$ cat src/rtl/ip_encode.sv
// ip_encode: IPv4 header generator for the transmit path.
// Latches addresses and payload length on start, sums the ten header words
// into a one's-complement checksum, then streams the 20-byte header MSB-first
// on a valid/ready byte interface.
// Optional build macro IP_ENCODE_ID_INC_EN: when defined, a 16-bit
// identification counter advances on every completed header; otherwise the
// identification field is constant zero.
module ip_encode #(
  parameter logic [7:0] TTL      = 8'd64,
  parameter logic [7:0] PROTOCOL = 8'd17,
  parameter bit         DF       = 1'b1
) (
  input  logic        clk,
  input  logic        rst,
  input  logic        start,
  input  logic [31:0] sa,
  input  logic [31:0] da,
  input  logic [15:0] payload_len,
  output logic [7:0]  dout,
  output logic        dout_valid,
  input  logic        dout_ready,
  output logic        busy,
  output logic        done,
  output logic        err
);

  typedef enum logic [1:0] {
    S_IDLE,
    S_CSUM,
    S_SEND
  } state_t;

  localparam logic [15:0] MAX_PAYLOAD = 16'd65515;
  localparam logic [4:0]  LAST_IDX    = 5'd19;
  localparam logic [3:0]  LAST_WORD   = 4'd9;

  state_t      state;
  logic [31:0] sa_q;
  logic [31:0] da_q;
  logic [15:0] tlen_q;
  logic [15:0] id_q;
  logic [15:0] id_src;
  logic [15:0] acc;
  logic [15:0] csum_q;
  logic [3:0]  cnt;
  logic [4:0]  idx;

  logic [15:0] word;
  logic [16:0] sum17;
  logic [15:0] acc_nxt;
  logic [4:0]  idx_nxt;
  logic [7:0]  byte_nxt;
  logic [7:0]  flags_byte;
  logic        last_xfer;

  assign flags_byte = DF ? 8'h40 : 8'h00;
  assign last_xfer  = (state == S_SEND) && dout_valid && dout_ready && (idx == LAST_IDX);

`ifdef IP_ENCODE_ID_INC_EN
  logic [15:0] id_cnt;

  // Identification counter: advances once per completed header
  always_ff @(posedge clk) begin
    if (rst) begin
      id_cnt <= '0;
    end else if (last_xfer) begin
      id_cnt <= id_cnt + 16'd1;
    end
  end

  assign id_src = id_cnt;
`else
  assign id_src = '0;
`endif

  // Header word fed to the checksum adder, in header order with checksum = 0
  always_comb begin
    word = '0;
    case (cnt)
      4'd0:    word = 16'h4500;
      4'd1:    word = tlen_q;
      4'd2:    word = id_q;
      4'd3:    word = {flags_byte, 8'h00};
      4'd4:    word = {TTL, PROTOCOL};
      4'd5:    word = 16'h0000;
      4'd6:    word = sa_q[31:16];
      4'd7:    word = sa_q[15:0];
      4'd8:    word = da_q[31:16];
      4'd9:    word = da_q[15:0];
      default: word = '0;
    endcase
  end

  // One's-complement add: the carry out of bit 15 is folded back into bit 0
  always_comb begin
    sum17   = {1'b0, acc} + {1'b0, word};
    acc_nxt = sum17[15:0] + {15'd0, sum17[16]};
  end

  // Byte to present after the current one is accepted
  always_comb begin
    idx_nxt  = idx + 5'd1;
    byte_nxt = '0;
    case (idx_nxt)
      5'd0:    byte_nxt = 8'h45;
      5'd1:    byte_nxt = 8'h00;
      5'd2:    byte_nxt = tlen_q[15:8];
      5'd3:    byte_nxt = tlen_q[7:0];
      5'd4:    byte_nxt = id_q[15:8];
      5'd5:    byte_nxt = id_q[7:0];
      5'd6:    byte_nxt = flags_byte;
      5'd7:    byte_nxt = 8'h00;
      5'd8:    byte_nxt = TTL;
      5'd9:    byte_nxt = PROTOCOL;
      5'd10:   byte_nxt = csum_q[15:8];
      5'd11:   byte_nxt = csum_q[7:0];
      5'd12:   byte_nxt = sa_q[31:24];
      5'd13:   byte_nxt = sa_q[23:16];
      5'd14:   byte_nxt = sa_q[15:8];
      5'd15:   byte_nxt = sa_q[7:0];
      5'd16:   byte_nxt = da_q[31:24];
      5'd17:   byte_nxt = da_q[23:16];
      5'd18:   byte_nxt = da_q[15:8];
      5'd19:   byte_nxt = da_q[7:0];
      default: byte_nxt = '0;
    endcase
  end

  // Control FSM with registered outputs: IDLE -> CSUM -> SEND -> IDLE
  always_ff @(posedge clk) begin
    if (rst) begin
      state      <= S_IDLE;
      sa_q       <= '0;
      da_q       <= '0;
      tlen_q     <= '0;
      id_q       <= '0;
      acc        <= '0;
      csum_q     <= '0;
      cnt        <= '0;
      idx        <= '0;
      dout       <= '0;
      dout_valid <= 1'b0;
      busy       <= 1'b0;
      done       <= 1'b0;
      err        <= 1'b0;
    end else begin
      done <= 1'b0;
      err  <= 1'b0;
      case (state)
        S_IDLE: begin
          if (start) begin
            if (payload_len > MAX_PAYLOAD) begin
              err <= 1'b1;
            end else begin
              sa_q   <= sa;
              da_q   <= da;
              tlen_q <= payload_len + 16'd20;
              id_q   <= id_src;
              acc    <= '0;
              cnt    <= '0;
              busy   <= 1'b1;
              state  <= S_CSUM;
            end
          end
        end
        S_CSUM: begin
          acc <= acc_nxt;
          cnt <= cnt + 4'd1;
          if (cnt == LAST_WORD) begin
            csum_q     <= ~acc_nxt;
            idx        <= '0;
            dout       <= 8'h45;
            dout_valid <= 1'b1;
            state      <= S_SEND;
          end
        end
        S_SEND: begin
          if (dout_ready) begin
            if (idx == LAST_IDX) begin
              dout       <= '0;
              dout_valid <= 1'b0;
              done       <= 1'b1;
              busy       <= 1'b0;
              idx        <= '0;
              state      <= S_IDLE;
            end else begin
              idx  <= idx_nxt;
              dout <= byte_nxt;
            end
          end
        end
        default: state <= S_IDLE;
      endcase
    end
  end

endmodule
$ cat config.mk
export PLATFORM = sky130hd
export DESIGN_NAME = ip_encode
export DESIGN_NICKNAME = d
export VERILOG_FILES = /design/src/rtl/ip_encode.sv
export SDC_FILE = /design/constraint.sdc
export NUM_CORES = 1
export LEC_CHECK = 0
export CAP_MARGIN = 20
export CORE_AREA = 2 2 106 134
export CTS_BUF_LIST = sky130_fd_sc_hd__clkbuf_16
export DETAILED_ROUTE_END_ITERATION = 10
export DIE_AREA = 0 0 108 136
export GPL_TIMING_DRIVEN = 0
export PLACE_DENSITY = 0.89
export REMOVE_ABC_BUFFERS = 1
export SLEW_MARGIN = 20
export SYNTH_ARGS = -nofsm -noshare
export SYNTH_HDL_FRONTEND = slang
export SYNTH_SLANG_ARGS = --single-unit
export TNS_END_PERCENT = 10
$ cat constraint.sdc
create_clock -name clk -period 7.15 [get_ports clk]
set_input_delay 1.0725 -clock clk [delete_from_list [all_inputs] [get_ports clk]]
set_output_delay 1.0725 -clock clk [all_outputs]
set_load 0.02 [all_outputs]
**Register map, names as in the netlist**

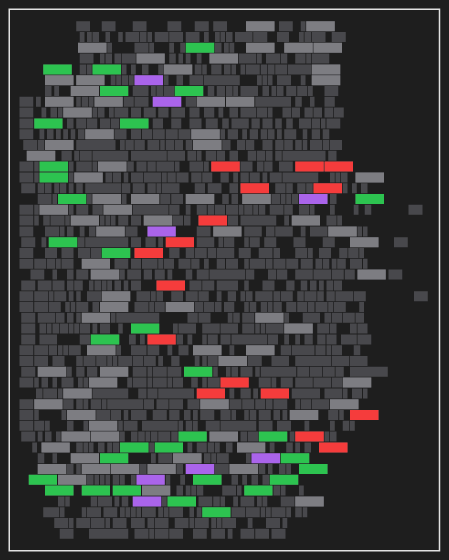
- purple: `dout` (flops 8)
- green: `da_q` (flops 32)
- red: `csum_q` (flops 16)
- not colored: 79
Seq/total area: 30.0%
register area: 2700 um2
Power Sequential: 0.822 mW

**Metal 1**

Supply wires on this layer in gray.
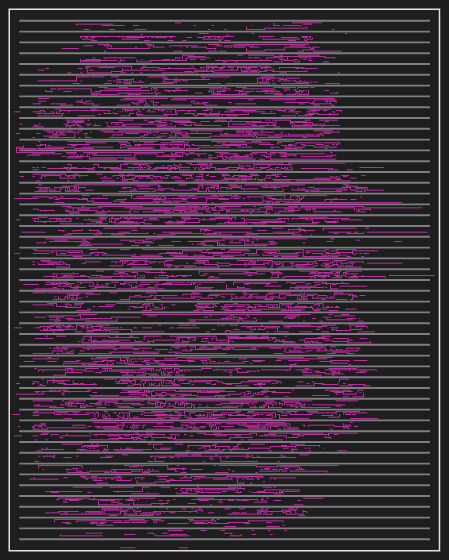
- main direction: horizontal
- longest straight run: 42.3 um
- nets with wire on the layer: 1015
- share of all routed wire: 37%
- wire length on this layer: 8550 um
Vias: 7539
M1 GR Usage: 39.0%
DRT Wirelength: 23.1 mm

**The clock network**

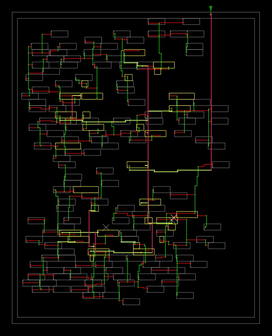
clk pwr: 0.901 mW
clk latency late pin: 0.42 ns
Num CTS Buffers: 17
final-layout clock buffer total: 17

**Selected gate families**

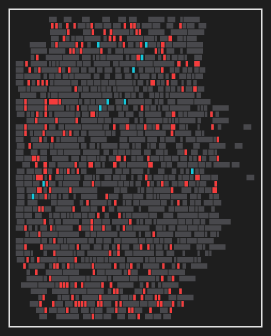
- cyan: inverters (cells 10; most used inv_1)
- red: NAND gates (cells 215; most used nand2_1)
combinational share of cell area: 49.3%
most common logic cell in the routed design: nand2_1
Finished Layout Cells: 1175

==> changes_impl.md <==
### Changed

* Status: finished with violations
* Failing checks: design-rule violations
* Number of I/O port buffers at around 95
* CP endpoint kind: flop
* Final-layout non-clock buffer area share at 11.3%
* Hold path startpoint: dout[5]
* Number of global-route vias before repair at 7134
* Tapcells at roughly 180
* Clock buffer depth at 2
* Arrival @ worst endpoint at 6.42 ns
* Ys flops at 135
* Residual DRC at 4
* Synth top area share at a little over a third
* Flop-to-flop setup slack at between 1 and 1.5 ns
* FFs w/ async S/R, synth at 0%
* Routed Antenna Nets at 0
* Post-route minimum period at 6.12 ns
* 1st-pass router iterations at 11
* Clock power frac at 46.3%
* Share of layout cells above drive strength 1 at roughly 6%
* Worst reg2reg startpoint: cnt[0]
* I/O pin cnt at about 96
* Initial DRC count at about 1200
* Leak pwr at roughly 3.4 nW
* Postcts setup bufs at 0
* Switching share of power at 26.2%
* Pin count of the biggest net entering global routing at 87
* Vias per cell at roughly 6.4
* Ao+oa area frac at between 20% and 30%
* Cells in synth_stat.txt at 934
* Most numerous logic cells after layout: nand2_1, dfxtp_1, a21oi_1
* Crit path required time at 7.46 ns
* Worst-path clk slew at 0.06 ns
* M1 WL at 8.55 mm
* Comb power frac at 11.4%
* Non-clk bufs at just under 100
* Max Used Layer: met4
* Placed Cells incl. Taps at 1144
* Most frequent cell after synthesis: nand2_1
* Hold Vio Cnt, Final at 0
* Hold Slack at 0.453 ns
* Nets at 1102
* Register share of total power at 42.3%
* Chip area at 14700 um2
* FP Core Util at between 50% and 60%
* Switching pwr at 0.509 mW
* CP max stage delay at 0.69 ns
* Startpoint Class: flop
* Cycle use final at 85.6%
* Crit Path Class: flop to flop
* GR Util All Layers at 31.8%
* Number of enable flip-flop cells at 0
* Leading cell kind: multi-input combinational cells
* Slew HR at 25.5%
* Die Height at 136 um
* Setup Skew at 0.0104 ns
* Worst Setup SP: cnt[0]
* Post-Syn Area at 7410 um2
* Log Warnings at 34
* Crit path to: csum_q[12]
* CTS Sinks at 135
* Flop count at 135
* Chip width at 108 um
* Antenna violations before repair at 0
* CTS tree: built
* Multiplexer share at 1.40%
* Worst hold endpoint: dout[5]
* Setup Total Neg Slack at 0 ns
* Avg Cell Area, Syn at between 7 and 8 um2
* Fin. max-slew vios at 0
* Worst-path fanout max at 16
* Main area contributors: dfxtp_1, nand2_1, a21oi_1
* FMAX at 163 MHz
* Internal power at 1.44 mW
* Unrepaired setup endpoints after global routing: false
* Met2 WL post-DR at 10.4 mm
* FP Rows at 48
* Placer Congestion at 0.974
* Worst R2R End: csum_q[12]
* First-pass GRT wire length at 36.5 mm
* Comb area at between 4000 and 5000 um2
* Core area at 13500 um2
* Dpl ws at 1.18 ns
* Drt wl/cell at just under 20 um
* Final worst setup slack at 1.03 ns
* Worst vdd ir at between 150 and 200 uV
* Pwr/cell area at 216 nW/um2
* Main logic family after synthesis: AND-OR/OR-AND gates
* Basic Gates by Area at a little over a fifth
* Inverters at 10
* CTS-repair resized insts at 0
* Slowest cell on crit path: and2_1
* Clock root buffer: clkbuf_16
* Min-Delay Path Class: flop to flop
* GR Util met2 at between 50% and 60%
* Worst-path cell chain: inv_1, ha_1, nor2b_1, and2_1, a22oi_1, o211ai_1, ha_1, fa_1, a21o_1, a221oi_4, o21ai_2, a2111oi_2, nor2_1, a21o_1, a21o_1, ha_1, nand3_1, nor3b_2, o2111ai_1, a2111oi_1, nand2_1, xnor2_1, o21ai_1, and2_1
* H-tree levels at 4
* Adder share at 5.17%
* R2R depth at 24
* Setup violators final at 0
* # fillers at 1020
* Total grt overflow at 0
* Met3 usage at 7.19%
* Max Cap Viol at 0
* Ys Warns at 0
* Met3 wire len at between 2 and 2.5 mm
* Syn-to-layout area delta at 21.8%
* Hold Path Stages at 2
* Distinct lib cells at 70
* Main flop type: dfxtp_1
* Detail Placement HPWL at ~16 mm
* Slew @ Worst Pin at approximately 1.1 ns
power groups by stage:
stage	Sequential, mW	Clock, mW	Combinational (mW)
final	0.822	0.901	0.223
after CTS	0.819	0.892	0.219
after floorplan	0.823	0	0.118
after global placement	0.834	0	0.212
after global routing	0.824	0.931	0.244
after detailed placement	0.835	0	0.217
worst max-delay path: cells and delay by family (launching register included):
kind / cells / cell delay, ns
xor+xnor: 1 / 0.25
fa+ha+maj: 4 / 0.98
buf+inv: 1 / 0.10
flops: 1 / 0.37
simple gates: 7 / 1.96
compound gates: 11 / 2.34
per-stage QoR:
stage	utilization (%)	area [um2]	total power, mW
2_1_floorplan	-	7160	0.942
3_3_place_gp	61.7	8330	1.05
3_5_place_dp	62.3	8420	1.05
4_1_cts	66.7	9020	1.93
5_1_grt	66.8	9020	2.00
6_report	66.8	9020	1.95
Power and IR drop assume default switching activity.
